<file path="src/rtl/opsum_arb_pkg.sv">
// rtl/opsum_arb_pkg.sv - shared defaults and GLB write record for the opsum write arbiter
package opsum_arb_pkg;

  localparam int OPSUM_NUM_CH = 8;
  localparam int OPSUM_DATA_W = 32;
  localparam int OPSUM_ADDR_W = 32;
  localparam int OPSUM_WEB_W  = OPSUM_DATA_W / 8;

  // One GLB write as held by the output stage and seen by the GLB-side consumer
  typedef struct packed {
    logic [OPSUM_ADDR_W-1:0] addr;
    logic [OPSUM_WEB_W-1:0]  web;
    logic [OPSUM_DATA_W-1:0] data;
  } glb_wr_t;

endpackage

</file>
<file path="src/rtl/rr_arbiter.sv">
// rtl/rr_arbiter.sv - combinational round-robin pick starting at a supplied pointer
module rr_arbiter #(
  parameter int N     = 8,
  parameter int IDX_W = (N > 1) ? $clog2(N) : 1
) (
  input  logic [N-1:0]     req,
  input  logic [IDX_W-1:0] ptr,
  input  logic             en,
  output logic [N-1:0]     gnt,
  output logic [IDX_W-1:0] gnt_idx,
  output logic             gnt_valid
);

  // Scan ptr, ptr+1, ... modulo N and take the first requester found
  always_comb begin
    int c;
    gnt       = '0;
    gnt_idx   = '0;
    gnt_valid = 1'b0;
    c         = 0;
    for (int i = 0; i < N; i++) begin
      c = int'(ptr) + i;
      if (c >= N) c = c - N;
      if (en && !gnt_valid && req[c]) begin
        gnt_valid = 1'b1;
        gnt_idx   = IDX_W'(c);
      end
    end
    if (gnt_valid) gnt[gnt_idx] = 1'b1;
  end

endmodule

</file>
<file path="src/rtl/opsum_glb_write_arbiter.sv">
// rtl/opsum_glb_write_arbiter.sv - round-robin merge of opsum FIFO writes onto the GLB write port
module opsum_glb_write_arbiter
  import opsum_arb_pkg::*;
#(
  parameter int NUM_CH = OPSUM_NUM_CH,
  parameter int DATA_W = OPSUM_DATA_W,
  parameter int ADDR_W = OPSUM_ADDR_W,
  parameter int WEB_W  = OPSUM_WEB_W,
  parameter int CNT_W  = 16
) (
  input  logic                     clk,
  input  logic                     rst,
  input  logic [NUM_CH-1:0]        req_i,
  input  logic [NUM_CH*ADDR_W-1:0] addr_i,
  input  logic [NUM_CH*WEB_W-1:0]  web_i,
  input  logic [NUM_CH*DATA_W-1:0] data_i,
  output logic [NUM_CH-1:0]        permit_pop_o,
  output logic                     glb_valid_o,
  output logic [ADDR_W-1:0]        glb_addr_o,
  output logic [WEB_W-1:0]         glb_web_o,
  output logic [DATA_W-1:0]        glb_wdata_o,
  input  logic                     glb_ready_i,
  input  logic                     cnt_clr_i,
  output logic [CNT_W-1:0]         wr_cnt_o,
  output logic                     busy_o
);

  localparam int IDX_W = (NUM_CH > 1) ? $clog2(NUM_CH) : 1;

  logic [IDX_W-1:0] rr_ptr;
  logic [IDX_W-1:0] gnt_idx;
  logic             gnt_valid;
  logic             slot_free;
  logic             handshake;
  logic             valid_q;
  glb_wr_t          stage_q;
  logic [CNT_W-1:0] cnt_q;

  // The slot can take a new write when empty or when it drains this same cycle
  assign slot_free = !valid_q || glb_ready_i;
  assign handshake = valid_q && glb_ready_i;

  rr_arbiter #(
    .N     (NUM_CH),
    .IDX_W (IDX_W)
  ) u_rr (
    .req       (req_i),
    .ptr       (rr_ptr),
    .en        (slot_free && !rst),
    .gnt       (permit_pop_o),
    .gnt_idx   (gnt_idx),
    .gnt_valid (gnt_valid)
  );

  // Round-robin pointer moves just past the winner; idle cycles leave it alone
  always_ff @(posedge clk) begin
    if (rst) begin
      rr_ptr <= '0;
    end else if (gnt_valid) begin
      rr_ptr <= (gnt_idx == IDX_W'(NUM_CH - 1)) ? '0 : gnt_idx + IDX_W'(1);
    end
  end

  // Single-entry output stage: reload on grant, empty on drain, otherwise hold
  always_ff @(posedge clk) begin
    if (rst) begin
      valid_q <= 1'b0;
      stage_q <= '0;
    end else if (gnt_valid) begin
      valid_q      <= 1'b1;
      stage_q.addr <= addr_i[gnt_idx*ADDR_W +: ADDR_W];
      stage_q.web  <= web_i[gnt_idx*WEB_W +: WEB_W];
      stage_q.data <= data_i[gnt_idx*DATA_W +: DATA_W];
    end else if (handshake) begin
      valid_q <= 1'b0;
    end
  end

  // Saturating handshake counter; a clear still counts the write completing with it
  always_ff @(posedge clk) begin
    if (rst) begin
      cnt_q <= '0;
    end else if (cnt_clr_i) begin
      cnt_q <= handshake ? CNT_W'(1) : '0;
    end else if (handshake && (cnt_q != {CNT_W{1'b1}})) begin
      cnt_q <= cnt_q + CNT_W'(1);
    end
  end

  assign glb_valid_o = valid_q;
  assign glb_addr_o  = stage_q.addr;
  assign glb_web_o   = stage_q.web;
  assign glb_wdata_o = stage_q.data;
  assign wr_cnt_o    = cnt_q;
  assign busy_o      = valid_q || (|req_i);

endmodule

</file>
<file path="config.mk">
export PLATFORM = sky130hd
export DESIGN_NAME = opsum_glb_write_arbiter
export DESIGN_NICKNAME = d
export VERILOG_FILES = /design/src/rtl/opsum_arb_pkg.sv /design/src/rtl/rr_arbiter.sv /design/src/rtl/opsum_glb_write_arbiter.sv
export SDC_FILE = /design/constraint.sdc
export NUM_CORES = 1
export LEC_CHECK = 0
export CORE_AREA = 4 4 250 252
export DETAILED_ROUTE_END_ITERATION = 8
export DIE_AREA = 0 0 254 256
export SLEW_MARGIN = 30
export SYNTH_ARGS = -nofsm -noshare
export SYNTH_HDL_FRONTEND = slang
export SYNTH_HIERARCHICAL = 1
export SYNTH_SLANG_ARGS = --single-unit
</file>
<file path="constraint.sdc">
create_clock -name clk -period 12.1 [get_ports clk]
set_input_delay 3.025 -clock clk [delete_from_list [all_inputs] [get_ports clk]]
set_output_delay 3.025 -clock clk [all_outputs]
set_load 0.01 [all_outputs]
</file>
Fig. 1: the metal 1 layer
Bar = 100 um.
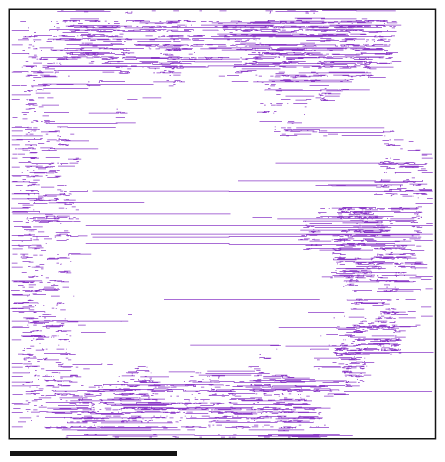
main direction: horizontal
wire length on this layer: 18500 um
nets with wire on the layer: 1665
longest straight run: 208 um
share of all routed wire: 38%
met1 Use GR: 16.9%
Total Wirelength: 49000 um

Fig. 2: met2 routing
Bar = 100 um.
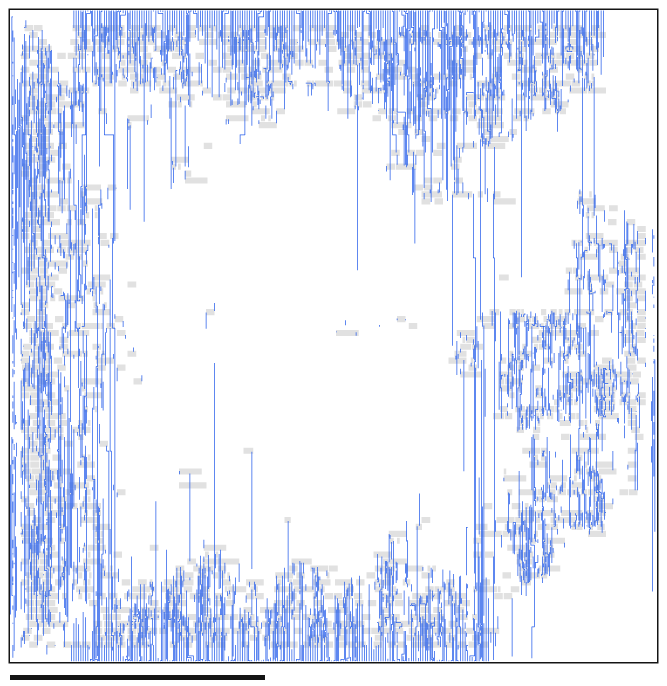
share of all routed wire: 51%
longest straight run: 128 um
main direction: vertical
wire length on this layer: 24.8 mm
nets with wire on the layer: 1666
via count: 9133
GR Layer Usage met2: 24.3%

==> reports/qor.yml <==
run_status:
  status: "completed"
global_route:
  antenna_found_initial: 14
  grt_max_degree: 76
  gr-total-overflow: 0
  track_usage_pct: 14.4
synthesis:
  area_leaders: "mux4_2 (42%), dfxtp_1 (22%), o22ai_1 (5.4%)"
  syn_nets: 1271
  simple_gate_area_share_pct: 16.8
  yosys_warnings: 6
  xor_share_pct: 0.333
  ys_seq_share_pct: 22.4
  netlist_area_um2: 7880
  top_area_share_pct: 42.0
  flop_cell: "dfxtp_1"
final_timing:
  hold_viol_final: 0
  setup_viol: 0
  setup_tns_ns: 0
  skew_ns: 0.00490
  fin_crit_ns: 9.58
flow_run:
  warnings: 27
pwr:
  power_frac_seq_pct: 12.6
  internal-power_w: 0.00213
floorplan:
  floorplan.core_util_pct: 13.1
  fp.dieW_um: 254
  die-area_um2: 65000
cts:
  cts_hold_buf: 0
  numCtsBuffers: 9
  cts.sinks: 88
  cts_setup_buffers: 0
  ctsHtreeMaxLevel: 3
finish:
  final_util_pct: 25.7
  final_nets: 1865
  lay_top_cells: "clkdlybuf4s50_1 (648), mux4_2 (147), dfxtp_1 (88)"
  synthToLayoutAreaGrowth_pct: 96.2
min_path:
  hp-start: "glb_addr_o[11]$_SDFFE_PP0P_"
placed_design:
  dp_hpwl_um: 40500
setup_path:
  cp_num_buf_inv: 2
  crit_chain: "clkdlybuf4s50_1 > mux4_2 > or2_1 > and3_4 > a211oi_4 > nand2_1 > o22ai_2 > nor3b_1 > clkdlybuf4s50_1"
  cp_slowest_cell: "clkdlybuf4s50_1"
detailed_routing:
  ant_nets: 0
## layer usage
layer	share of wire [%]	wire, um
met2	51	24800
met3	9.3	4560
met1	38	18500
met4	2.2	1090
met5	0.053	26
## tightest hold or removal path, stage by stage (launching register included)
cell	delay, ns
dfxtp_1	0.31
nor2_1	0.08
nor3_1	0.04
## power groups by stage
stage	Combinational (W)	Clock, W	Sequential (W)
after global routing	0.00329	0.000363	0.000501
after detailed placement	0.00308	0	0.000490
final	0.00303	0.000332	0.000484
after CTS	0.00309	0.000357	0.000485
after global placement	0.00305	0	0.000487
after floorplan	0.00207	0	0.000508
## final cells by class
cell class	count	area (um^2)	area share (%)
repair buffers	656	6570	42.5
well taps	782	978	6.33
flip-flops and latches	88	1760	11.4
multi-input cells	543	5780	37.3
clock inverters	4	76.3	0.494
diodes	6	15.0	0.0971
inverters	6	30.0	0.194
clock buffers	12	256	1.66
## how the worst max path moves through the flow
| stage | cells after the start | slack, ns | end | start |
|---|---|---|---|---|
| global route | 9 | 2.36 | permit_pop_o[2] | req_i[3] |
| floorplan | 10 | 3.86 | permit_pop_o[2] | rst |
| CTS | 10 | 2.52 | permit_pop_o[4] | glb_ready_i |
| finish | 9 | 2.52 | permit_pop_o[2] | req_i[3] |
| global placement | 10 | 2.20 | permit_pop_o[4] | glb_ready_i |
| detailed placement | 10 | 2.54 | permit_pop_o[4] | glb_ready_i |
## registers in the layout, indices dropped and copies added, names as in the netlist
signal and flops:
glb_valid_o 1, glb_addr_o 32, wr_cnt_o 16, glb_web_o 4, glb_wdata_o 32, rr_ptr 3
## synth_stat cells, types with 2 or more instances
| cell | instances |
|---|---|
| nor2b_1 | 2 |
| mux4_2 | 147 |
| or3_1 | 2 |
| xnor2_1 | 3 |
| nand4_1 | 2 |
| buf_1 | 15 |
| a211oi_1 | 2 |
| nor3b_2 | 2 |
| nand3_1 | 8 |
| mux2i_1 | 5 |
| and4_1 | 2 |
| nor3_1 | 78 |
| nand2_1 | 19 |
| inv_1 | 5 |
| a311oi_1 | 2 |
| o211ai_1 | 2 |
| and2_1 | 3 |
| a2111oi_2 | 3 |
| nor3b_1 | 5 |
| buf_2 | 13 |
| nand4_2 | 2 |
| nor4_1 | 6 |
| buf_4 | 17 |
| or4_1 | 5 |
| and3_1 | 2 |
| ha_1 | 5 |
| o22ai_1 | 68 |
| nor2_1 | 81 |
| or3_2 | 2 |
| dfxtp_1 | 88 |
| nand2b_1 | 4 |
| o31ai_1 | 7 |
| mux2_2 | 3 |
| and3b_1 | 2 |
| clkbuf_1 | 27 |
| or2_1 | 3 |
| o31a_1 | 3 |
| o21a_1 | 3 |
| o21ai_0 | 10 |
| nand3b_1 | 2 |
| a21oi_1 | 16 |
| a31oi_1 | 2 |
## stage by stage
stage | hold WS, ns | setup slack (ns) | total power, W | cells
after detailed placement | 0.466 | 2.54 | 0.00358 | 2074
after global routing | 0.494 | 2.36 | 0.00415 | 2096
after CTS | 0.479 | 2.52 | 0.00393 | 2090
final | 0.476 | 2.52 | 0.00385 | 2097
after floorplan | 0.455 | 3.86 | 0.00258 | 710
after global placement | 0.465 | 2.20 | 0.00353 | 2074
Power is estimated from default activity; no workload was simulated.
